### src/rtl/mem_responder_if.sv
// Bus bundle between the CPU-side control/loader and the main-memory responder.
interface mem_responder_if #(
  parameter int ADDR_W = 16,
  parameter int MEM_AW = 8,
  parameter int DATA_W = 8
);
  logic [1:0]        CPUstate;
  logic [ADDR_W-1:0] addr;
  logic              mem_read;
  logic              mem_write;
  logic              mem2bus;
  logic              bus2mem;
  logic [DATA_W-1:0] bus_in;
  logic [DATA_W-1:0] bus_out;
  logic              bus_oe;
  logic              ld_valid;
  logic [DATA_W-1:0] ld_data;
  logic              ld_ready;
  logic              chk_req;
  logic              chk_valid;
  logic [DATA_W-1:0] chk_data;
  logic              chk_done;
  logic [MEM_AW:0]   load_len;
  logic              err;

  modport slave (
    input  CPUstate, addr, mem_read, mem_write, mem2bus, bus2mem, bus_in,
           ld_valid, ld_data, chk_req,
    output bus_out, bus_oe, ld_ready, chk_valid, chk_data, chk_done, load_len, err
  );

  modport master (
    output CPUstate, addr, mem_read, mem_write, mem2bus, bus2mem, bus_in,
           ld_valid, ld_data, chk_req,
    input  bus_out, bus_oe, ld_ready, chk_valid, chk_data, chk_done, load_len, err
  );
endinterface

### src/rtl/mem_responder.sv
// Main-memory responder: CPU read/write port, program loader and readback path.
// Optional build macro MEM_WP_EN write-protects the loaded image while running.
module mem_responder #(
  parameter int ADDR_W = 16,
  parameter int MEM_AW = 8,
  parameter int DATA_W = 8
) (
  input  logic           clk_i,
  input  logic           rst_ni,
  mem_responder_if.slave bus
);
  // state   | meaning
  // S_IDLE  | nothing owns the RAM; any CPU strobe is an error
  // S_LOAD  | loader streams bytes into RAM from address 0
  // S_CHECK | loaded bytes are read back in order
  // S_RUN   | CPU owns the RAM through the bus strobes
  typedef enum logic [1:0] {
    S_IDLE  = 2'b00,
    S_LOAD  = 2'b01,
    S_CHECK = 2'b10,
    S_RUN   = 2'b11
  } state_e;

  localparam int              DEPTH   = 1 << MEM_AW;
  localparam logic [MEM_AW:0] LEN_ONE = {{MEM_AW{1'b0}}, 1'b1};

  state_e            state_q, state_d;
  logic [MEM_AW:0]   ptr_q, ptr_d;
  logic [MEM_AW:0]   load_len_q, load_len_d;
  logic              err_q, err_d;
  logic              chk_valid_q, chk_valid_d;
  logic              chk_done_q, chk_done_d;
  logic [DATA_W-1:0] chk_data_q, chk_data_d;
  logic [DATA_W-1:0] mem_q [DEPTH];

  logic              ram_we;
  logic [MEM_AW-1:0] ram_wa;
  logic [DATA_W-1:0] ram_wd;
  logic [MEM_AW-1:0] cpu_a;
  logic              in_run, ld_rdy, ld_fire, chk_fire, cpu_wr, cpu_any, wp_hit;
  logic              unused_addr;

  assign cpu_a       = bus.addr[MEM_AW-1:0];
  assign unused_addr = ^bus.addr[ADDR_W-1:MEM_AW];

  assign in_run   = (state_q == S_RUN);
  assign ld_rdy   = (state_q == S_LOAD) && !load_len_q[MEM_AW];
  assign ld_fire  = bus.ld_valid && ld_rdy;
  assign chk_fire = (state_q == S_CHECK) && bus.chk_req && (ptr_q < load_len_q);
  assign cpu_wr   = bus.mem_write && bus.bus2mem && !bus.mem_read;
  assign cpu_any  = bus.mem_read || bus.mem_write || bus.mem2bus || bus.bus2mem;

`ifdef MEM_WP_EN
  assign wp_hit = ({1'b0, cpu_a} < load_len_q);
`else
  assign wp_hit = 1'b0;
`endif

  always_comb begin
    state_d     = state_q;
    ptr_d       = ptr_q;
    load_len_d  = load_len_q;
    err_d       = err_q;
    chk_valid_d = 1'b0;
    chk_data_d  = chk_data_q;
    chk_done_d  = chk_done_q;
    ram_we      = 1'b0;
    ram_wa      = ptr_q[MEM_AW-1:0];
    ram_wd      = bus.ld_data;

    case (bus.CPUstate)
      2'b00:   state_d = S_IDLE;
      2'b01:   state_d = S_LOAD;
      2'b10:   state_d = S_CHECK;
      default: state_d = S_RUN;
    endcase

    if (ld_fire) begin
      ram_we     = 1'b1;
      ptr_d      = ptr_q + LEN_ONE;
      load_len_d = load_len_q + LEN_ONE;
    end
    if ((state_q == S_LOAD) && bus.ld_valid && load_len_q[MEM_AW]) err_d = 1'b1;

    if (chk_fire) begin
      chk_valid_d = 1'b1;
      chk_data_d  = mem_q[ptr_q[MEM_AW-1:0]];
      ptr_d       = ptr_q + LEN_ONE;
      if ((ptr_q + LEN_ONE) == load_len_q) chk_done_d = 1'b1;
    end

    if (in_run) begin
      if (cpu_wr && !wp_hit) begin
        ram_we = 1'b1;
        ram_wa = cpu_a;
        ram_wd = bus.bus_in;
      end
      if ((bus.mem_write && !bus.bus2mem) || (bus.mem_read && bus.mem_write) ||
          (cpu_wr && wp_hit)) err_d = 1'b1;
    end else if (cpu_any) begin
      err_d = 1'b1;
    end

    // State entry overrides any same-edge pointer update from the old state
    if ((state_d == S_LOAD) && (state_q != S_LOAD)) begin
      ptr_d      = '0;
      load_len_d = '0;
    end
    if ((state_d == S_CHECK) && (state_q != S_CHECK)) begin
      ptr_d      = '0;
      chk_done_d = (load_len_q == '0);
    end
  end

  always_ff @(posedge clk_i or negedge rst_ni) begin
    if (!rst_ni) begin
      state_q     <= S_IDLE;
      ptr_q       <= '0;
      load_len_q  <= '0;
      err_q       <= 1'b0;
      chk_valid_q <= 1'b0;
      chk_data_q  <= '0;
      chk_done_q  <= 1'b0;
    end else begin
      state_q     <= state_d;
      ptr_q       <= ptr_d;
      load_len_q  <= load_len_d;
      err_q       <= err_d;
      chk_valid_q <= chk_valid_d;
      chk_data_q  <= chk_data_d;
      chk_done_q  <= chk_done_d;
    end
  end

  // RAM survives reset
  always_ff @(posedge clk_i) begin
    if (ram_we) mem_q[ram_wa] <= ram_wd;
  end

  assign bus.bus_oe    = bus.mem_read && bus.mem2bus && in_run;
  assign bus.bus_out   = bus.bus_oe ? mem_q[cpu_a] : '0;
  assign bus.ld_ready  = ld_rdy;
  assign bus.chk_valid = chk_valid_q;
  assign bus.chk_data  = chk_data_q;
  assign bus.chk_done  = chk_done_q;
  assign bus.load_len  = load_len_q;
  assign bus.err       = err_q;
endmodule
### src/flat_wrapper.sv
// flat-port wrapper written by rule: the top's interface ports become plain ports
module mem_responder_flat 
#(
  parameter int ADDR_W = 16,
  parameter int MEM_AW = 8,
  parameter int DATA_W = 8
)
  (clk_i, rst_ni, bus_CPUstate, bus_addr, bus_mem_read, bus_mem_write, bus_mem2bus, bus_bus2mem, bus_bus_in, bus_ld_valid, bus_ld_data, bus_chk_req, bus_bus_out, bus_bus_oe, bus_ld_ready, bus_chk_valid, bus_chk_data, bus_chk_done, bus_load_len, bus_err);
  mem_responder_if #(.ADDR_W(ADDR_W), .MEM_AW(MEM_AW), .DATA_W(DATA_W)) bus_i ();
  input  logic clk_i;
  input  logic rst_ni;
  input wire logic [$bits(bus_i.CPUstate)-1:0] bus_CPUstate;
  input wire logic [$bits(bus_i.addr)-1:0] bus_addr;
  input wire logic [$bits(bus_i.mem_read)-1:0] bus_mem_read;
  input wire logic [$bits(bus_i.mem_write)-1:0] bus_mem_write;
  input wire logic [$bits(bus_i.mem2bus)-1:0] bus_mem2bus;
  input wire logic [$bits(bus_i.bus2mem)-1:0] bus_bus2mem;
  input wire logic [$bits(bus_i.bus_in)-1:0] bus_bus_in;
  input wire logic [$bits(bus_i.ld_valid)-1:0] bus_ld_valid;
  input wire logic [$bits(bus_i.ld_data)-1:0] bus_ld_data;
  input wire logic [$bits(bus_i.chk_req)-1:0] bus_chk_req;
  output wire logic [$bits(bus_i.bus_out)-1:0] bus_bus_out;
  output wire logic [$bits(bus_i.bus_oe)-1:0] bus_bus_oe;
  output wire logic [$bits(bus_i.ld_ready)-1:0] bus_ld_ready;
  output wire logic [$bits(bus_i.chk_valid)-1:0] bus_chk_valid;
  output wire logic [$bits(bus_i.chk_data)-1:0] bus_chk_data;
  output wire logic [$bits(bus_i.chk_done)-1:0] bus_chk_done;
  output wire logic [$bits(bus_i.load_len)-1:0] bus_load_len;
  output wire logic [$bits(bus_i.err)-1:0] bus_err;
  assign bus_i.CPUstate = bus_CPUstate;
  assign bus_i.addr = bus_addr;
  assign bus_i.mem_read = bus_mem_read;
  assign bus_i.mem_write = bus_mem_write;
  assign bus_i.mem2bus = bus_mem2bus;
  assign bus_i.bus2mem = bus_bus2mem;
  assign bus_i.bus_in = bus_bus_in;
  assign bus_i.ld_valid = bus_ld_valid;
  assign bus_i.ld_data = bus_ld_data;
  assign bus_i.chk_req = bus_chk_req;
  assign bus_bus_out = bus_i.bus_out;
  assign bus_bus_oe = bus_i.bus_oe;
  assign bus_ld_ready = bus_i.ld_ready;
  assign bus_chk_valid = bus_i.chk_valid;
  assign bus_chk_data = bus_i.chk_data;
  assign bus_chk_done = bus_i.chk_done;
  assign bus_load_len = bus_i.load_len;
  assign bus_err = bus_i.err;
  mem_responder #(.ADDR_W(ADDR_W), .MEM_AW(MEM_AW), .DATA_W(DATA_W)) u_core (.clk_i(clk_i), .rst_ni(rst_ni), .bus(bus_i));
endmodule
### config.mk
export PLATFORM = sky130hd
export DESIGN_NAME = mem_responder_flat
export DESIGN_NICKNAME = d
export VERILOG_FILES = /design/src/rtl/mem_responder_if.sv /design/src/rtl/mem_responder.sv /design/src/flat_wrapper.sv
export SDC_FILE = /design/constraint.sdc
export NUM_CORES = 2
export LEC_CHECK = 0
export CAP_MARGIN = 20
export CELL_PAD_IN_SITES_DETAIL_PLACEMENT = 1
export CELL_PAD_IN_SITES_GLOBAL_PLACEMENT = 1
export CORE_MARGIN = 3
export CORE_UTILIZATION = 45
export DETAILED_ROUTE_END_ITERATION = 10
export PLACE_DENSITY = 0.67
export SYNTH_ARGS = -nofsm -noshare
export SYNTH_HDL_FRONTEND = slang
export SYNTH_SLANG_ARGS = --single-unit
### constraint.sdc
create_clock -name clk_i -period 6.5 [get_ports clk_i]
set_input_delay 0.975 -clock clk_i [delete_from_list [all_inputs] [get_ports clk_i]]
set_output_delay 0.975 -clock clk_i [all_outputs]
set_load 0.01 [all_outputs]
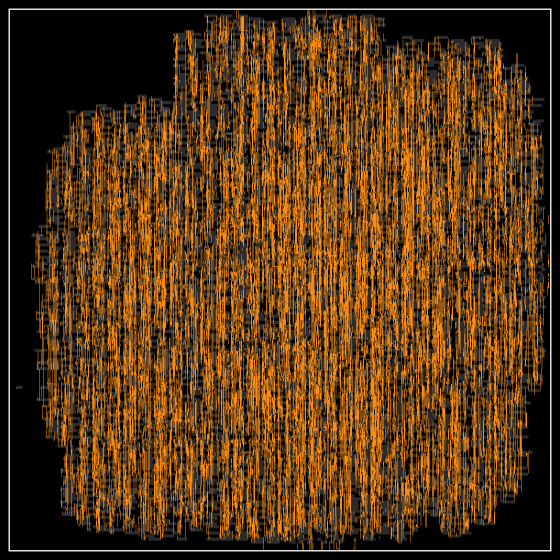
**Above:** metal 2.
Cells faint in the background.
The longest straight run is 178 um. The layer holds 48% of the routed length. 5,316 nets have wire on it. The layer carries 157 mm of wire. The wires run mostly vertical.
met2 Resource Use GR: 46.4%
DRT Wirelength: 329 mm
detailed-route via count: 58.8k

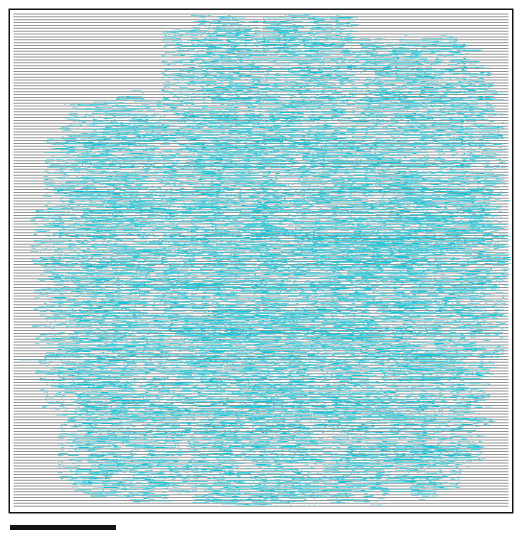
**Above:** M1 wires.
Scale bar: 100 um. Supply wires on this layer in grey.
The longest straight run is 98.9 um. The layer carries 126 mm of wire. The layer holds 38% of the routed length. 5,499 nets have wire on it.
met1 layer usage reported by global route: 39.1%

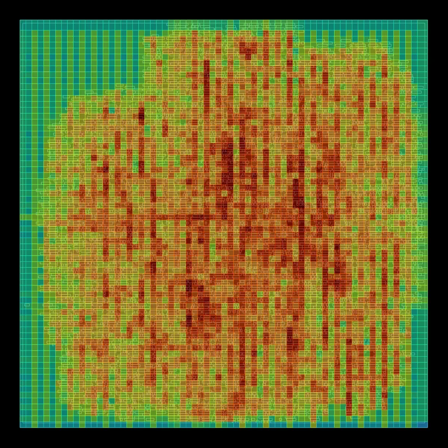
**Above:** track usage over the die.
Routed wire per std cell: 38.0 um
overall fraction of global-route tracks in use: 29.1%

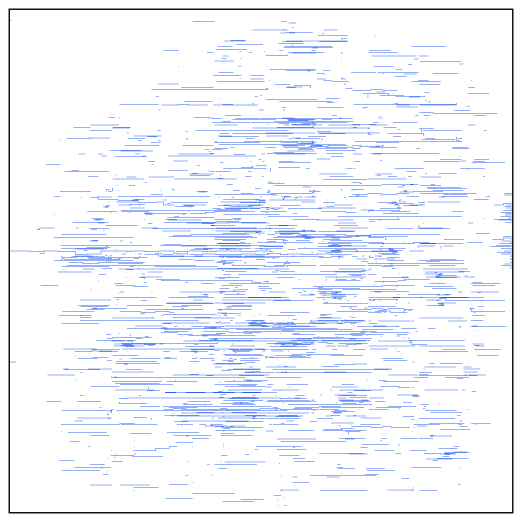
**Above:** met3 routing.
The layer holds 9.0% of the routed length. The wires run mostly horizontal.
global-route met3 utilization: 5.58%

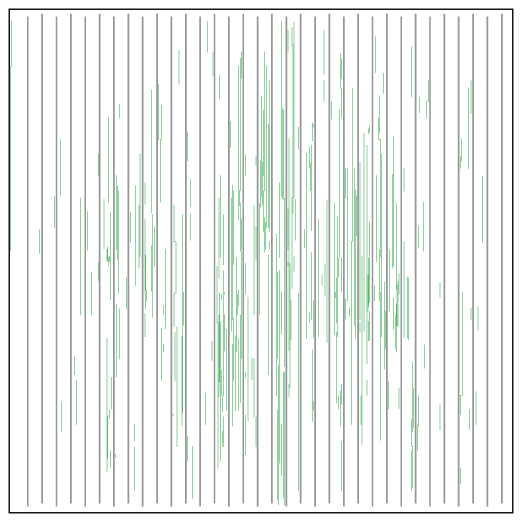
**Above:** signal wires on met4.
Supply wires on this layer in grey.
The layer carries 16,000 um of wire. 176 nets have wire on it.

==> results.rst <==
Flow metrics
------------

.. list-table::
   :header-rows: 1

   * - Metric
     - Value
   * - Share of post-route cells with drive strength above 1
     - 30.1%
   * - Commonest cells in the synthesized netlist
     - sky130_fd_sc_hd__edfxtp_1 (2,048), sky130_fd_sc_hd__mux4_2 (917), sky130_fd_sc_hd__mux2i_1 (536), sky130_fd_sc_hd__nor2_1 (356), sky130_fd_sc_hd__o221ai_1 (219)
   * - Post-Synth Simple-Gate Area
     - 2.74%
   * - Synthesis Warnings
     - 0
   * - Number of global-route vias before repair
     - 60.2k
   * - First drt pass iteration count
     - 7
   * - Internal portion of total power
     - 23.9 mW
   * - Netlist cell types
     - 60
   * - Worst slew pin tran
     - 1.22 ns
   * - Minimum clock period after layout
     - 6.47 ns
   * - Buffer levels on the longest clock path
     - 3
   * - Core region area
     - 218,000 um^2
   * - Most frequently used flop master after synthesis
     - sky130_fd_sc_hd__edfxtp_1
   * - Worst Setup Slack post-DPL
     - 0.0805 ns
   * - Stage-log warning count
     - 54
   * - Number of pins with negative max-slew slack in the final report
     - 0
   * - Syn Area/Cell
     - 18.6 um^2
   * - Power of the combinational group
     - 4.54 mW
   * - Final estimated routing congestion in global placement
     - 0.898
   * - Worst vdd rail ir drop
     - 210 uV
   * - Area grow syn2layout
     - 13.1%
   * - Run status
     - finished clean
   * - Final-report setup violation count
     - 0
   * - Required arrival time at the worst endpoint
     - 5.52 ns
   * - Number of buffers inserted for hold repair after clock tree synthesis
     - 0
   * - Sequential group power
     - 15.0 mW
   * - Highest net fanout along the worst path
     - 25
   * - Number of nets in the finished design
     - 5,676
   * - EDFF count, synth
     - 2,048
   * - Destination of the worst register-to-register timing path
     - u_core.mem_q[94][7]$_DFFE_PP_
   * - Launch point of the worst path
     - bus_addr[0]
==> layout make-up <==
class	count	area (um^2)	share of cell area, %
sequential	2079	62300	55.8
tap	2854	3570	3.20
inverter	21	96.3	0.0863
timing repair buffer	516	4830	4.32
multi-input combinational	2785	33900	30.4
clock buffer	284	5880	5.27
antenna	5	12.5	0.0112
clock inverter	112	1010	0.908
==> critical path, cell delays in order <==
cell                              delay [ns]
sky130_fd_sc_hd__buf_8                  0.36
sky130_fd_sc_hd__buf_12                 0.29
sky130_fd_sc_hd__buf_12                 0.27
sky130_fd_sc_hd__mux4_2                 0.56
sky130_fd_sc_hd__mux4_2                 0.55
sky130_fd_sc_hd__mux2i_1                0.46
sky130_fd_sc_hd__o22ai_1                0.23
sky130_fd_sc_hd__a211oi_1               0.80
sky130_fd_sc_hd__buf_4                  0.23
sky130_fd_sc_hd__nand2_1                0.17
sky130_fd_sc_hd__clkdlybuf4s50_1        0.54
==> metal layers <==
metal / part of all wire [%] / global-route usage [%] / vias up
li1: - / - / 23400
met1: 38 / 39.1 / 31700
met2: 48 / 46.4 / 3093
met3: 9.0 / 5.58 / 621
met4: 4.9 / 13.0 / 2
met5: 0.0040 / 0 / -
==> registers in the layout, summed over array words and instances, names as in the netlist <==
signal,flops
u_core.mem_q,2048
u_core.bus.load_len,9
u_core.ptr_q,9
u_core.bus.chk_data,8
u_core.state_q,2
u_core.bus.chk_done,1
u_core.bus.chk_valid,1
u_core.bus.err,1
==> per-stage QoR <==
| stage | instance area (um^2) | utilization (%) | instances |
|---|---|---|---|
| after floorplan | 98700 | - | 5317 |
| after global placement | 105000 | 48.1 | 8244 |
| after detailed placement | 105000 | 48.1 | 8248 |
| after CTS | 112000 | 51.2 | 8644 |
| after global routing | 112000 | 51.3 | 8652 |
| final | 112000 | 51.3 | 8656 |
No activity file was given, so power comes from the tool's default toggle rates.
